File: src/rtl/instr_encoder.sv
// Streaming encoder: packs decoded instruction fields into 16-bit words and writes them to
// instruction memory. Define INSTR_ENCODER_IMM_CHECK_EN to reject out-of-range immediates.
module instr_encoder #(
    parameter int ADDR_W     = 10,
    parameter int FIFO_DEPTH = 4
) (
    input  logic              clk_i,
    input  logic              reset_i,
    input  logic              start_i,
    input  logic [ADDR_W-1:0] start_addr_i,
    input  logic              in_valid_i,
    output logic              in_ready_o,
    input  logic [7:0]        in_op_i,
    input  logic [3:0]        in_rdest_i,
    input  logic [3:0]        in_rsrc_i,
    input  logic [15:0]       in_imm_i,
    output logic              mem_valid_o,
    input  logic              mem_ready_i,
    output logic [ADDR_W-1:0] mem_addr_o,
    output logic [15:0]       mem_wdata_o,
    output logic              err_o,
    output logic [1:0]        err_code_o,
    output logic [7:0]        err_count_o,
    output logic              busy_o,
    output logic              done_o
);

    localparam int PTR_W = (FIFO_DEPTH > 1) ? $clog2(FIFO_DEPTH) : 1;
    localparam int CNT_W = PTR_W + 1;

    localparam logic [1:0] ST_IDLE = 2'd0;
    localparam logic [1:0] ST_RUN  = 2'd1;
    localparam logic [1:0] ST_END  = 2'd2;

`ifdef INSTR_ENCODER_IMM_CHECK_EN
    localparam logic IMM_CHECK = 1'b1;
`else
    localparam logic IMM_CHECK = 1'b0;
`endif

    logic [1:0]        state_q, state_d;
    logic [ADDR_W:0]   reserve_q, reserve_d;
    logic [ADDR_W-1:0] waddr_q, waddr_d;
    logic [PTR_W-1:0]  wrPtr_q, wrPtr_d;
    logic [PTR_W-1:0]  rdPtr_q, rdPtr_d;
    logic [CNT_W-1:0]  count_q, count_d;
    logic              err_q, err_d;
    logic [1:0]        errCode_q, errCode_d;
    logic [7:0]        errCount_q, errCount_d;
    logic [15:0]       fifoMem_q [FIFO_DEPTH];

    logic [3:0]  major;
    logic [3:0]  ext;
    logic        immFits8;
    logic        immFits5;
    logic        illegalOp;
    logic        immBad;
    logic [15:0] encWord;
    logic        fifoFull;
    logic        accept;
    logic        reject;
    logic        push;
    logic        pop;

    assign major    = in_op_i[7:4];
    assign ext      = in_op_i[3:0];
    assign immFits8 = (&in_imm_i[15:7]) | ~(|in_imm_i[15:7]);
    assign immFits5 = (&in_imm_i[15:4]) | ~(|in_imm_i[15:4]);

    // Major opcode picks the word layout; ext only matters for major 1000.
    always_comb begin
        encWord   = 16'h0000;
        illegalOp = 1'b0;
        immBad    = 1'b0;
        case (major)
            4'h0, 4'h4: encWord = {major, in_rdest_i, ext, in_rsrc_i};
            4'h8: begin
                if (ext[3:2] == 2'b01) begin
                    encWord = {major, in_rdest_i, ext, in_rsrc_i};
                end else if (ext[3:2] == 2'b11) begin
                    illegalOp = 1'b1;
                end else begin
                    encWord = {major, in_rdest_i, ext[3:1], in_imm_i[4:0]};
                    immBad  = IMM_CHECK && !immFits5;
                end
            end
            4'hD, 4'hE, 4'hF: illegalOp = 1'b1;
            default: begin
                encWord = {major, in_rdest_i, in_imm_i[7:0]};
                immBad  = IMM_CHECK && !immFits8;
            end
        endcase
    end

    assign fifoFull    = (count_q == CNT_W'(FIFO_DEPTH));
    assign in_ready_o  = (state_q == ST_RUN) && !fifoFull && !reserve_q[ADDR_W];
    assign accept      = in_valid_i && in_ready_o;
    assign reject      = illegalOp || immBad;
    assign push        = accept && !reject;
    assign mem_valid_o = (count_q != '0);
    assign pop         = mem_valid_o && mem_ready_i;

    always_comb begin
        state_d    = state_q;
        reserve_d  = reserve_q;
        waddr_d    = waddr_q;
        wrPtr_d    = wrPtr_q;
        rdPtr_d    = rdPtr_q;
        count_d    = count_q;
        err_d      = 1'b0;
        errCode_d  = errCode_q;
        errCount_d = errCount_q;

        if (push) begin
            wrPtr_d   = wrPtr_q + 1'b1;
            reserve_d = reserve_q + 1'b1;
        end
        if (pop) begin
            rdPtr_d = rdPtr_q + 1'b1;
            waddr_d = waddr_q + 1'b1;
        end
        if (push && !pop) begin
            count_d = count_q + 1'b1;
        end else if (pop && !push) begin
            count_d = count_q - 1'b1;
        end

        if (accept && reject) begin
            err_d     = 1'b1;
            errCode_d = illegalOp ? 2'b01 : 2'b10;
            if (errCount_q != 8'hFF) begin
                errCount_d = errCount_q + 8'd1;
            end
        end

        // END is entered on the edge of the final write so done follows it directly.
        case (state_q)
            ST_IDLE, ST_END: begin
                if (start_i) begin
                    state_d   = ST_RUN;
                    reserve_d = {1'b0, start_addr_i};
                    waddr_d   = start_addr_i;
                end
            end
            ST_RUN: begin
                if (reserve_d[ADDR_W] && (count_d == '0)) begin
                    state_d = ST_END;
                end
            end
            default: state_d = ST_IDLE;
        endcase
    end

    always_ff @(posedge clk_i) begin
        if (reset_i) begin
            state_q    <= ST_IDLE;
            reserve_q  <= '0;
            waddr_q    <= '0;
            wrPtr_q    <= '0;
            rdPtr_q    <= '0;
            count_q    <= '0;
            err_q      <= 1'b0;
            errCode_q  <= 2'b00;
            errCount_q <= 8'h00;
        end else begin
            state_q    <= state_d;
            reserve_q  <= reserve_d;
            waddr_q    <= waddr_d;
            wrPtr_q    <= wrPtr_d;
            rdPtr_q    <= rdPtr_d;
            count_q    <= count_d;
            err_q      <= err_d;
            errCode_q  <= errCode_d;
            errCount_q <= errCount_d;
        end
    end

    always_ff @(posedge clk_i) begin
        if (reset_i) begin
            for (int i = 0; i < FIFO_DEPTH; i++) begin
                fifoMem_q[i] <= 16'h0000;
            end
        end else if (push) begin
            fifoMem_q[wrPtr_q] <= encWord;
        end
    end

    assign mem_addr_o  = waddr_q;
    assign mem_wdata_o = fifoMem_q[rdPtr_q];
    assign err_o       = err_q;
    assign err_code_o  = errCode_q;
    assign err_count_o = errCount_q;
    assign busy_o      = (state_q == ST_RUN);
    assign done_o      = (state_q == ST_END);

endmodule

File: config.mk
export PLATFORM = sky130hd
export DESIGN_NAME = instr_encoder
export DESIGN_NICKNAME = d
export VERILOG_FILES = /design/src/rtl/instr_encoder.sv
export SDC_FILE = /design/constraint.sdc
export NUM_CORES = 1
export LEC_CHECK = 0
export CORE_MARGIN = 4
export CORE_UTILIZATION = 40
export DETAILED_ROUTE_END_ITERATION = 8
export HOLD_SLACK_MARGIN = 0.02
export PLACE_DENSITY = 0.6
export SKIP_LAST_GASP = 1
export SYNTH_ARGS = -nofsm -noshare
export SYNTH_HDL_FRONTEND = slang
export SYNTH_SLANG_ARGS = --single-unit
File: constraint.sdc
create_clock -name clk_i -period 3.7 [get_ports clk_i]
set_clock_uncertainty 0.05 [all_clocks]
set_input_delay 0.37 -clock clk_i [delete_from_list [all_inputs] [get_ports clk_i]]
set_output_delay 0.37 -clock clk_i [all_outputs]
set_load 0.05 [all_outputs]
**Run 1: met1 routing**

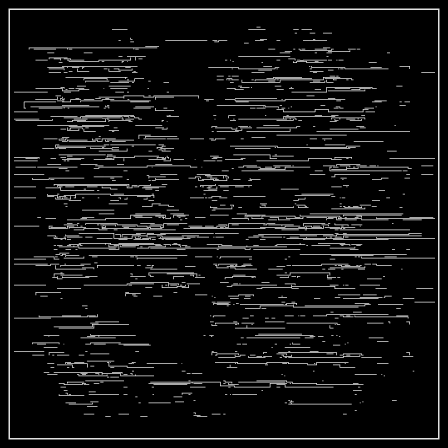
The layer holds 45% of the routed length. The longest straight run is 35.4 microns. The layer carries 4,910 microns of wire.

**Run 1: M2 wires**

Bar = 20 microns. Cells faint in the background.
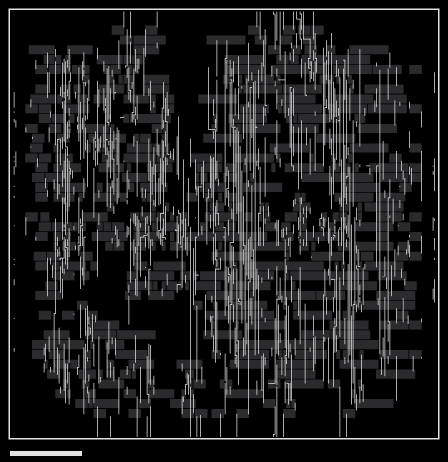
474 nets have wire on it. The wires run mostly vertical. The layer holds 49% of the routed length. The layer carries 5,360 microns of wire.

==> results.txt, run 1 <==
yosys + openroad results -> Startpoint Class=flop, Slew Limit Fails=0, r2r setup slk=a little over 1 ns, die width=118 microns, mapped cell area=slightly below 5000 sq um, area leader, netlist=edfxtp_1, I/O pin count=approximately 88, relative slew slack=0.330, WL/cell=16.5 microns, Max clock buf depth=2, ANT nets after route=0, layout cells sized above 1=0.105, CTS resizes=0, Gate Count Post-Synth=~430, R2R cell count=9, register share after synthesis=0.570, Worst setup EP type=primary output, Area leader share=0.394, Die Y=roughly 120 microns, grt total ovfl=0, post-synthesis net count=about 480, final setup margin=0.911 ns, antenna violations before repair=0, crit path max fanout=16, Rows=about 40, FFs w/ async S/R, synth=0, Max VDD drop=0.395 mV, core area=around 12,000 sq um, clk slew on worst S/H paths=around 0.060 ns, Clock Root Buffer=clkbuf_16, WHS Path Cells=2, GPL Wtd Cong=0.782, htree depth=3, cells in synth_stat.txt=about 430, Worst Hold Endpoint=err_code_o[0], Setup CP Type=flop to primary output, Die Area=~14,000 sq um, number of global-route vias before repair=approximately 3,600, Sink Count=107, Most common reg cell=edfxtp_1, clk_lat worst skew=~0.34 ns, Post-CTS Setup Repair Bufs=0, number of port buffers=79, fp util=0.408, syn avg cell area=~11 sq um, # diodes=0, Pwr Density=between 500 and 600 nW/um^2, R2R Path End=state_q[1], CTS tree=done, final setup violation count=0, min-delay src=err_code_o[0], pre-CTS setup slack=between 0.6 and 0.7 ns, number of enable flip-flop cells=between 60 and 70, Fin Hold WS=0.421 ns, tool warnings=36, Required @ worst endpoint=between 3 and 4 ns, FF-to-FF Start=count_q[0], outcome=complete, no violations, Yosys Warn Count=0, first-pass GRT wire length=around 18 mm, number of nets in the layout=563, Tmin final=roughly 2.8 ns, min-delay worst type=flop to flop, synth top area cells=edfxtp_1, dfxtp_1, mux4_2, Post-synth regs=between 100 and 150, Cell variety after synth=roughly 50, hold buffer count at cts=0, All-Layer GR Usage=0.161, post-layout period usage=0.754, Hold Fails Final Rpt=0, hpwl dp=between 7 and 8 mm, Leak=2.20 nW, layout overhead on the synthesized area=25.4%, maximum clock frequency=about 360 MHz, Total Power=3.33 mW, worst slew pin tran=around 1 ns, largest net degree at the start of global routing=31, Arr. time, crit path=around 2.4 ns, final setup TNS=0 ns, RSZ-0062 raised after global routing=no, yosys stat chip area=~5000 sq um
**Run 1: met3 routing**

Bar = 20 microns.
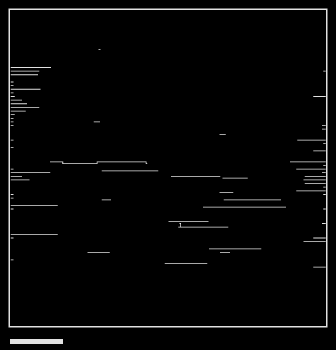
59 nets have wire on it. The layer carries 477 microns of wire.
via count: 3,424
DRT Wirelength: 10.9 mm
GRT met3 Usage: 0.0325

run 1: power by group:
group	switching, mW	total [mW]	internal [mW]
clock	0.403	0.915	0.512
sequential	0.0643	1.41	1.34
combinational	0.608	1.00	0.397
total	1.07	3.33	2.25
run 1: layout by cell type (no fill, tap or decap), drive strengths merged, types with 11 or more instances in the layout:
cell,instances
o21ai,14
xnor2,14
buf,15
clkdlybuf4s50,79
nand2,35
edfxtp,64
a21oi,24
xor2,18
mux4,16
dfxtp,43
nand4,11
nor2,89
run 1: kinds of logic after synthesis:
logic type,after synthesis,share of synthesized area
AOI/OAI and AO/OA,61,0.0813
buffers and inverters,26,0.0292
adders and majority gates,6,0.0154
DFF,107,0.570
xor gates and xnor gates,32,0.0574
and+or+nand+nor,177,0.171
muxes,17,0.0759
run 1: state kept, by name, summed over array words and instances (netlist names), named ones only:
name	count
err_count_o	8
mem_addr_o	10
state_q	2
count_q	3
rdPtr_q	2
reserve_q	11
wrPtr_q	2
fifoMem_q	64
err_o	1
err_code_o	2
run 1: critical path, cell delays in order, from the launching register on:
cell	delay [ns]
dfxtp_1	0.84
mux4_2	0.37
clkdlybuf4s50_1	0.81
run 1: how the worst max path moves through the flow:
| stage | from | end | slack, ns | cells after the start |
|---|---|---|---|---|
| 6_report | flop | mem_wdata_o[13] | 0.91 | 2 |
| 4_1_cts | flop | mem_wdata_o[13] | 0.82 | 2 |
| 3_5_place_dp | in_op_i[6] | fifoMem_q[0][10] | 0.66 | 8 |
| 2_1_floorplan | state_q[0] | fifoMem_q[3][0] | 0.35 | 6 |
| 3_3_place_gp | in_op_i[6] | fifoMem_q[0][6] | 0.68 | 8 |
| 5_1_grt | count_q[0] | state_q[1] | 0.73 | 9 |
run 1: layer usage:
layer | share of wire | up-vias | track usage
met5 | 0 | - | 0
met4 | 0.014 | 0 | 0.0623
met3 | 0.044 | 13 | 0.0325
met2 | 0.49 | 76 | 0.262
met1 | 0.45 | 1635 | 0.213
li1 | - | 1700 | -
run 1: cell type report:
type,instances,area (sq um)
Tap cell,147,184
Multi-Input combinational cell,293,1950
Fill cell,1096,5840
Inverter,5,18.8
Timing Repair Buffer,94,903
Clock buffer,10,229
Sequential cell,107,2780
Clock inverter,5,45.0
run 1: metrics by stage:
stage / area [sq um] / util / cells
3_5_place_dp: 5840 / 0.488 / 646
2_1_floorplan: 4880 / - / 426
4_1_cts: 6120 / 0.511 / 661
5_1_grt: 6120 / 0.511 / 661
3_3_place_gp: 5840 / 0.488 / 646
6_report: 6120 / 0.511 / 661
run 1: synth_stat cells, drive strengths merged, types with 11 or more instances:
| cell | number |
|---|---|
| nor2 | 89 |
| edfxtp | 64 |
| dfxtp | 43 |
| nand2 | 35 |
| a21oi | 24 |
| xor2 | 18 |
| mux4 | 16 |
| o21ai | 14 |
| xnor2 | 14 |
| clkbuf | 13 |
| nand4 | 11 |
==> run 2, diff against run 1 <==
--- a/config.mk
+++ b/config.mk
@@ -9,7 +9,7 @@
 export CORE_UTILIZATION = 40
 export DETAILED_ROUTE_END_ITERATION = 8
 export HOLD_SLACK_MARGIN = 0.02
-export PLACE_DENSITY = 0.6
+export PLACE_DENSITY = 0.62
 export SKIP_LAST_GASP = 1
 export SYNTH_ARGS = -nofsm -noshare
 export SYNTH_HDL_FRONTEND = slang
==> constraint.sdc (replaced) <==
create_clock -name clk_i -period 2.25 [get_ports clk_i]
set_clock_uncertainty 0.05 [all_clocks]
set_input_delay 0.225 -clock clk_i [delete_from_list [all_inputs] [get_ports clk_i]]
set_output_delay 0.225 -clock clk_i [all_outputs]
set_load 0.05 [all_outputs]
**Run 2: routing congestion map**

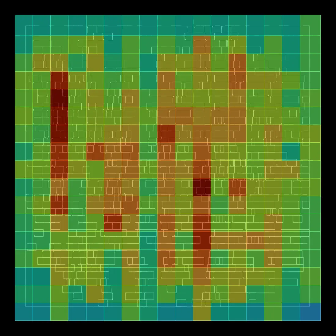
busiest grt layer: met2
Post-Route Utilization: 0.539
All-Layer GR Usage: 0.166

==> run 2 against run 1 <==
Synthesized area stayed put. Synthesized cell count stayed put. Largest power group unchanged. Die area stayed put. Sequential power is 64% higher. Flip-flop count stayed put. Routed wire length is 4.7% higher. Sequential share of layout area is 2.3 points lower.
==> results.txt, run 2 <==
yosys + openroad results -> WL/cell=between 15 and 20 microns, r2r setup slk=approximately 0.090 ns, htree depth=3, most instantiated logic cells after routing=nor2_1, edfxtp_1, clkdlybuf4s50_1, Area leader share=0.394, Pwr Density=between 800 and 900 nW/um^2, Commonest Layout Cell=nor2_1, RSZ-0062 raised after global routing=yes, Startpoint Class=input pin, number of global-route vias before repair=about 3,700, final setup violation count=0, number of nets in the layout=587, DRT Wirelength=approximately 11 mm, Slew Limit Fails=0, GPL Wtd Cong=~0.86, final setup TNS=0 ns, maximum clock frequency=459 MHz, die width=between 100 and 150 microns, fillers=approximately 1,100, hpwl dp=slightly below 8 mm, Yosys Warn Count=0, max FFs per register=roughly 64, R2R Path End=fifoMem_q[0][13], min-delay worst type=input pin to flop, Tmin final=about 2.2 ns, layout cells sized above 1=0.210, crit-path leading delay family=simple AND/OR/NAND/NOR gates, slowest stage cell, crit path=clkdlybuf4s50_1, outcome=complete, no violations, most common cell in the netlist=nor2_1, Critical path buffers and inverters=1, synth top area cells=edfxtp_1, dfxtp_1, mux4_2, Gate Count Post-Synth=~430, CP Cell Sequence=clkdlybuf4s50_1 > or2_4 > a32o_2 > nor2_8 > nand2_4 > or3_1 > nand2_8, CTS tree=done, ANT nets after route=0, fp util=0.408, Leak=~2.4 nW, post-layout period usage=0.969, Rows=roughly 40, Most common reg cell=edfxtp_1, core area=around 12,000 sq um, Required @ worst endpoint=approximately 2.2 ns, worst slew pin tran=~0.62 ns, syn avg cell area=about 11 sq um, cells in synth_stat.txt=approximately 430, layout overhead on the synthesized area=32.2%, Max clock buf depth=2, clk_lat worst skew=approximately 0.34 ns, Die Area=roughly 14,000 sq um, yosys stat chip area=4880 sq um, FFs w/ async S/R, synth=0, Worst setup EP type=flop, Critical Path Stages=7, post-synthesis net count=about 480, Hold Fails Final Rpt=0, Reg with most FFs=fifoMem_q, Clock Root Buffer=clkbuf_16, number of enable flip-flop cells=between 60 and 70, Setup CP Type=input pin to flop, Die Y=118 microns, tool warnings=37, first-pass GRT wire length=between 15 and 20 mm, R2R cell count=8, Critical Path Max Stage Delay=just over 0.5 ns, Max-Cap Viols=0, crit path max fanout=16, relative slew slack=0.589, Max VDD drop=about 0.54 mV, register share after synthesis=0.570, Fin Hold WS=just over 0.4 ns, capture point of the critical path=fifoMem_q[0][13], Critical Path Source=in_op_i[5], Sink Count=between 100 and 150, Synth top cells by count=nor2_1, edfxtp_1, dfxtp_1, number of port buffers=79, mapped cell area=4880 sq um, grt total ovfl=0, Arr. time, crit path=2.17 ns, FF-to-FF Start=count_q[1], Cell variety after synth=50, antenna violations before repair=0, area leader, netlist=edfxtp_1, Total Power=5.72 mW, clk slew on worst S/H paths=approximately 0.070 ns, Post-synth regs=roughly 110, via count=around 3,600, I/O pin count=88, # diodes=0, largest net degree at the start of global routing=22
## run 2: power breakdown
group	total [mW]	switching, mW	internal, mW
clock network	1.67	0.699	0.966
registers	2.31	0.0922	2.22
logic	1.74	1.05	0.689
## run 2: worst register-to-register path, cell delays in order (launching register included)
cell     delay, ns
dfxtp_2       0.37
inv_1         0.08
ha_2          0.21
a21oi_4       0.16
nand3_4       0.13
nor2_8        0.15
nand2_4       0.07
or3_1         0.43
nand2_8       0.21
## run 2: final cells by class
cell class	instances	area [sq um]	share of cell area
sequential	107	2790	0.432
multi-input combinational	294	2080	0.323
timing repair buffer	117	1070	0.166
clock buffer	10	229	0.0355
tap	147	184	0.0285
clock inverter	6	80.1	0.0124
inverter	5	18.8	0.00291
## run 2: how the worst min path moves through the flow
stage	from	cells after the start	to	slack, ns
2_1_floorplan	start_i	2	state_q[1]	0.39
3_3_place_gp	err_code_o[0]	2	err_code_o[0]	0.41
3_5_place_dp	err_code_o[0]	2	err_code_o[0]	0.42
4_1_cts	err_code_o[1]	1	err_code_o[1]	0.43
5_1_grt	in_op_i[4]	3	fifoMem_q[3][12]	0.43
6_report	in_op_i[4]	3	fifoMem_q[3][12]	0.40
## run 2: cell families (layout without fill, tap and decap cells)
group,Yosys count,after routing,share of synthesized area
AND/OR/NAND/NOR,177,178,0.171
XOR/XNOR,32,32,0.0574
buffers and inverters,26,138,0.0292
multiplexers,17,17,0.0759
AND-OR/OR-AND,61,61,0.0813
flip-flops,107,107,0.570
adder cells (fa/ha/maj),6,6,0.0154
## run 2: repair_timing
| action | CTS | global route |
|---|---|---|
| hold buffers | 0 | 0 |
| gates cloned | 0 | 1 |
| endpoints found under the setup margin | 4 | 100 |
| resized | 2 | 12 |
| pin swaps | 0 | 2 |
| buffers inserted | 0 | 4 |
## run 2: metrics by stage
stage | setup WS, ns | std cells | area, sq um | util
after floorplan | 0.00277 | 426 | 4960 | -
final | 0.0697 | 686 | 6450 | 0.539
after detailed placement | -0.392 | 665 | 6040 | 0.505
after global placement | -0.282 | 665 | 6040 | 0.505
after CTS | 0.0161 | 681 | 6360 | 0.532
after global routing | -0.0279 | 686 | 6450 | 0.539
## run 2: per-layer routing
metal / global-route usage / vias to the layer above / part of all wire
li1: - / 1751 / -
met3: 0.0278 / 11 / 0.046
met4: 0.0565 / 0 / 0.013
met2: 0.282 / 101 / 0.49
met5: 0 / - / 0
met1: 0.217 / 1696 / 0.45
==> run 3, diff against run 2 <==
--- a/config.mk
+++ b/config.mk
@@ -14,3 +14,4 @@
 export SYNTH_ARGS = -nofsm -noshare
 export SYNTH_HDL_FRONTEND = slang
 export SYNTH_SLANG_ARGS = --single-unit
+export TNS_END_PERCENT = 100
**Run 3: routing congestion map**

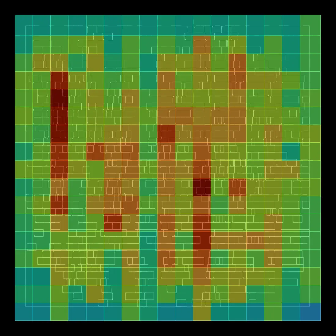
GRT met3 Usage: 0.0278
met2 Track Usage GR: 0.282
GR Layer Usage met1: 0.217
WL/cell: 16.7 microns

==> run 3 against run 2 <==
Maximum frequency unchanged. Flip-flop count unchanged. Critical path type unchanged. Sequential share of layout area unchanged. Global-route usage unchanged. Total power unchanged. Highest routed layer unchanged. Non-clock buffer count unchanged. Die area unchanged. Combinational power about the same. Worst setup slack unchanged. Sequential power about the same. Worst hold slack unchanged.
==> results.txt, run 3 <==
yosys + openroad results -> cells in synth_stat.txt=between 400 and 500, Switching Fraction=0.323, largest net degree at the start of global routing=22, number of nets in the layout=~600, Net Sw Power=1.84 mW, layout overhead on the synthesized area=32.2%, Most common reg cell=edfxtp_1, maximum clock frequency=~460 MHz, number of global-route vias before repair=roughly 3,700, placed cells=about 670, area leader, netlist=edfxtp_1, post-layout period usage=0.969, outcome=complete, no violations, crit path max fanout=16, min-delay src=in_op_i[4], Cell variety after synth=around 50, max FFs per register=64, die width=between 100 and 150 microns, htree depth=3, r2r setup slk=approximately 0.090 ns, final setup TNS=0 ns, min-delay worst type=input pin to flop, first-pass iteration count of the detailed router=4, first-pass GRT wire length=18.7 mm, Setup CP Type=input pin to flop, number of port buffers=79, Max-Cap Viols=0, Leak=2.42 nW, core area=between 10,000 and 15,000 sq um, drt via density=5.19, FF-to-FF Start=count_q[1], DRT Wirelength=between 10 and 15 mm, Max clock buf depth=2, sequential power share=0.404, Post-synth regs=~110, Pint=approximately 3.9 mW, Tmin final=around 2.2 ns, Worst Hold Endpoint=fifoMem_q[3][12], WHS Path Cells=3, Clock Root Buffer=clkbuf_16, Die Area=approximately 14,000 sq um, Commonest Layout Cell=nor2_1, Required @ worst endpoint=about 2.2 ns, relative slew slack=0.589, FFs w/ async S/R, synth=0, DRC errors left=0, mapped cell area=4880 sq um, GPL Wtd Cong=around 0.86, Startpoint Class=input pin, register share after synthesis=0.570, antenna violations before repair=0, Pwr Density=886 nW/um^2, Comb power frac=0.305, clk slew on worst S/H paths=approximately 0.07 ns, post-synthesis net count=between 400 and 500, worst slew pin tran=0.617 ns, R2R cell count=8, number of enable flip-flop cells=64, R2R Path End=fifoMem_q[0][13], Die Y=roughly 120 microns, Sink Count=107, yosys stat chip area=4880 sq um, Iteration-0 DRC Markers=~150, via count=between 3,000 and 4,000, Reg with most FFs=fifoMem_q, ANT nets after route=0, Synth top cells by count=nor2_1, edfxtp_1, dfxtp_1, fin area=between 6000 and 7000 sq um, syn avg cell area=~11 sq um, clk_lat worst skew=approximately 0.34 ns, Max VDD drop=roughly 0.54 mV, most common cell in the netlist=nor2_1, I/O pin count=around 88, final setup violation count=0, CTS tree=done, hold buffer count at cts=0, All-Layer GR Usage=0.166, Post-Layout Cell Count=between 600 and 700, Slew Limit Fails=0, Gate Count Post-Synth=426, Area leader share=0.394, synth top area cells=edfxtp_1, dfxtp_1, mux4_2, tool warnings=37, Post-DP Area=~6000 sq um, TritonCTS Buffers=9, clock share of power=0.291, grt total ovfl=0, Arr. time, crit path=2.17 ns, RSZ-0062 raised after global routing=yes, hpwl dp=a little under 8 mm, Yosys Warn Count=0, Rows=40, # diodes=0, most instantiated logic cells after routing=nor2_1, edfxtp_1, clkdlybuf4s50_1, Hold Fails Final Rpt=0, layout cells sized above 1=0.210, fp util=0.408, Worst setup EP type=flop
## run 3: per-stage QoR
step / utilization / setup WS [ns] / power (mW) / hold slack (ns)
2_1_floorplan: - / 0.00277 / 3.55 / 0.395
3_3_place_gp: 0.505 / -0.282 / 4.06 / 0.407
3_5_place_dp: 0.505 / -0.392 / 4.08 / 0.416
4_1_cts: 0.532 / 0.0161 / 5.73 / 0.429
5_1_grt: 0.539 / -0.0279 / 5.95 / 0.431
6_report: 0.539 / 0.0697 / 5.72 / 0.403
## run 3: critical path, stage by stage
cell and delay [ns]:
clkdlybuf4s50_1 0.51, or2_4 0.30, a32o_2 0.30, nor2_8 0.12
nand2_4 0.07, or3_1 0.43, nand2_8 0.21
## run 3: kinds of logic after synthesis
group,synth area share
xor gates and xnor gates,0.0574
AOI/OAI and AO/OA,0.0813
muxes,0.0759
DFF,0.570
buffers and inverters,0.0292
adders and majority gates,0.0154
and+or+nand+nor,0.171
## run 3: metal layers
metal | global-route usage | vias to the layer above | part of all wire
li1 | - | 1751 | -
met1 | 0.217 | 1696 | 0.45
met2 | 0.282 | 101 | 0.49
met3 | 0.0278 | 11 | 0.046
met4 | 0.0565 | 0 | 0.013
met5 | 0 | - | 0
## run 3: worst max path at each step
stage / cells past startpoint / to / startpoint
2_1_floorplan: 10 / fifoMem_q[0][0] / count_q[0]
3_3_place_gp: 8 / err_count_o[7] / in_op_i[4]
3_5_place_dp: 8 / err_count_o[5] / in_op_i[4]
4_1_cts: 9 / state_q[1] / in_op_i[4]
5_1_grt: 8 / state_q[1] / count_q[1]
6_report: 7 / fifoMem_q[0][13] / in_op_i[5]
## run 3: power by group through the flow
| stage | Combinational, mW | Clock, mW | Sequential (mW) |
|---|---|---|---|
| 6_report | 1.74 | 1.67 | 2.31 |
| 5_1_grt | 1.87 | 1.76 | 2.33 |
| 4_1_cts | 1.74 | 1.68 | 2.31 |
| 3_5_place_dp | 1.73 | 0 | 2.35 |
| 3_3_place_gp | 1.72 | 0 | 2.34 |
| 2_1_floorplan | 1.16 | 0 | 2.40 |
## run 3: timing repair
item / in CTS / in global routing
gates resized: 2 / 12
pin swaps: 0 / 2
gates cloned: 0 / 1
setup buffers: 0 / 4
endpoints found under the setup margin: 4 / 100
## run 3: final cells by class
type                       instances  area [sq um]
tap                              147           184
inverter                           5          18.8
sequential                       107          2790
timing repair buffer             117          1070
clock buffer                      10           229
multi-input combinational        294          2080
clock inverter                     6          80.1
fill                            1081          5510
Power figures rest on the tool's default switching activity, not on a simulated workload.
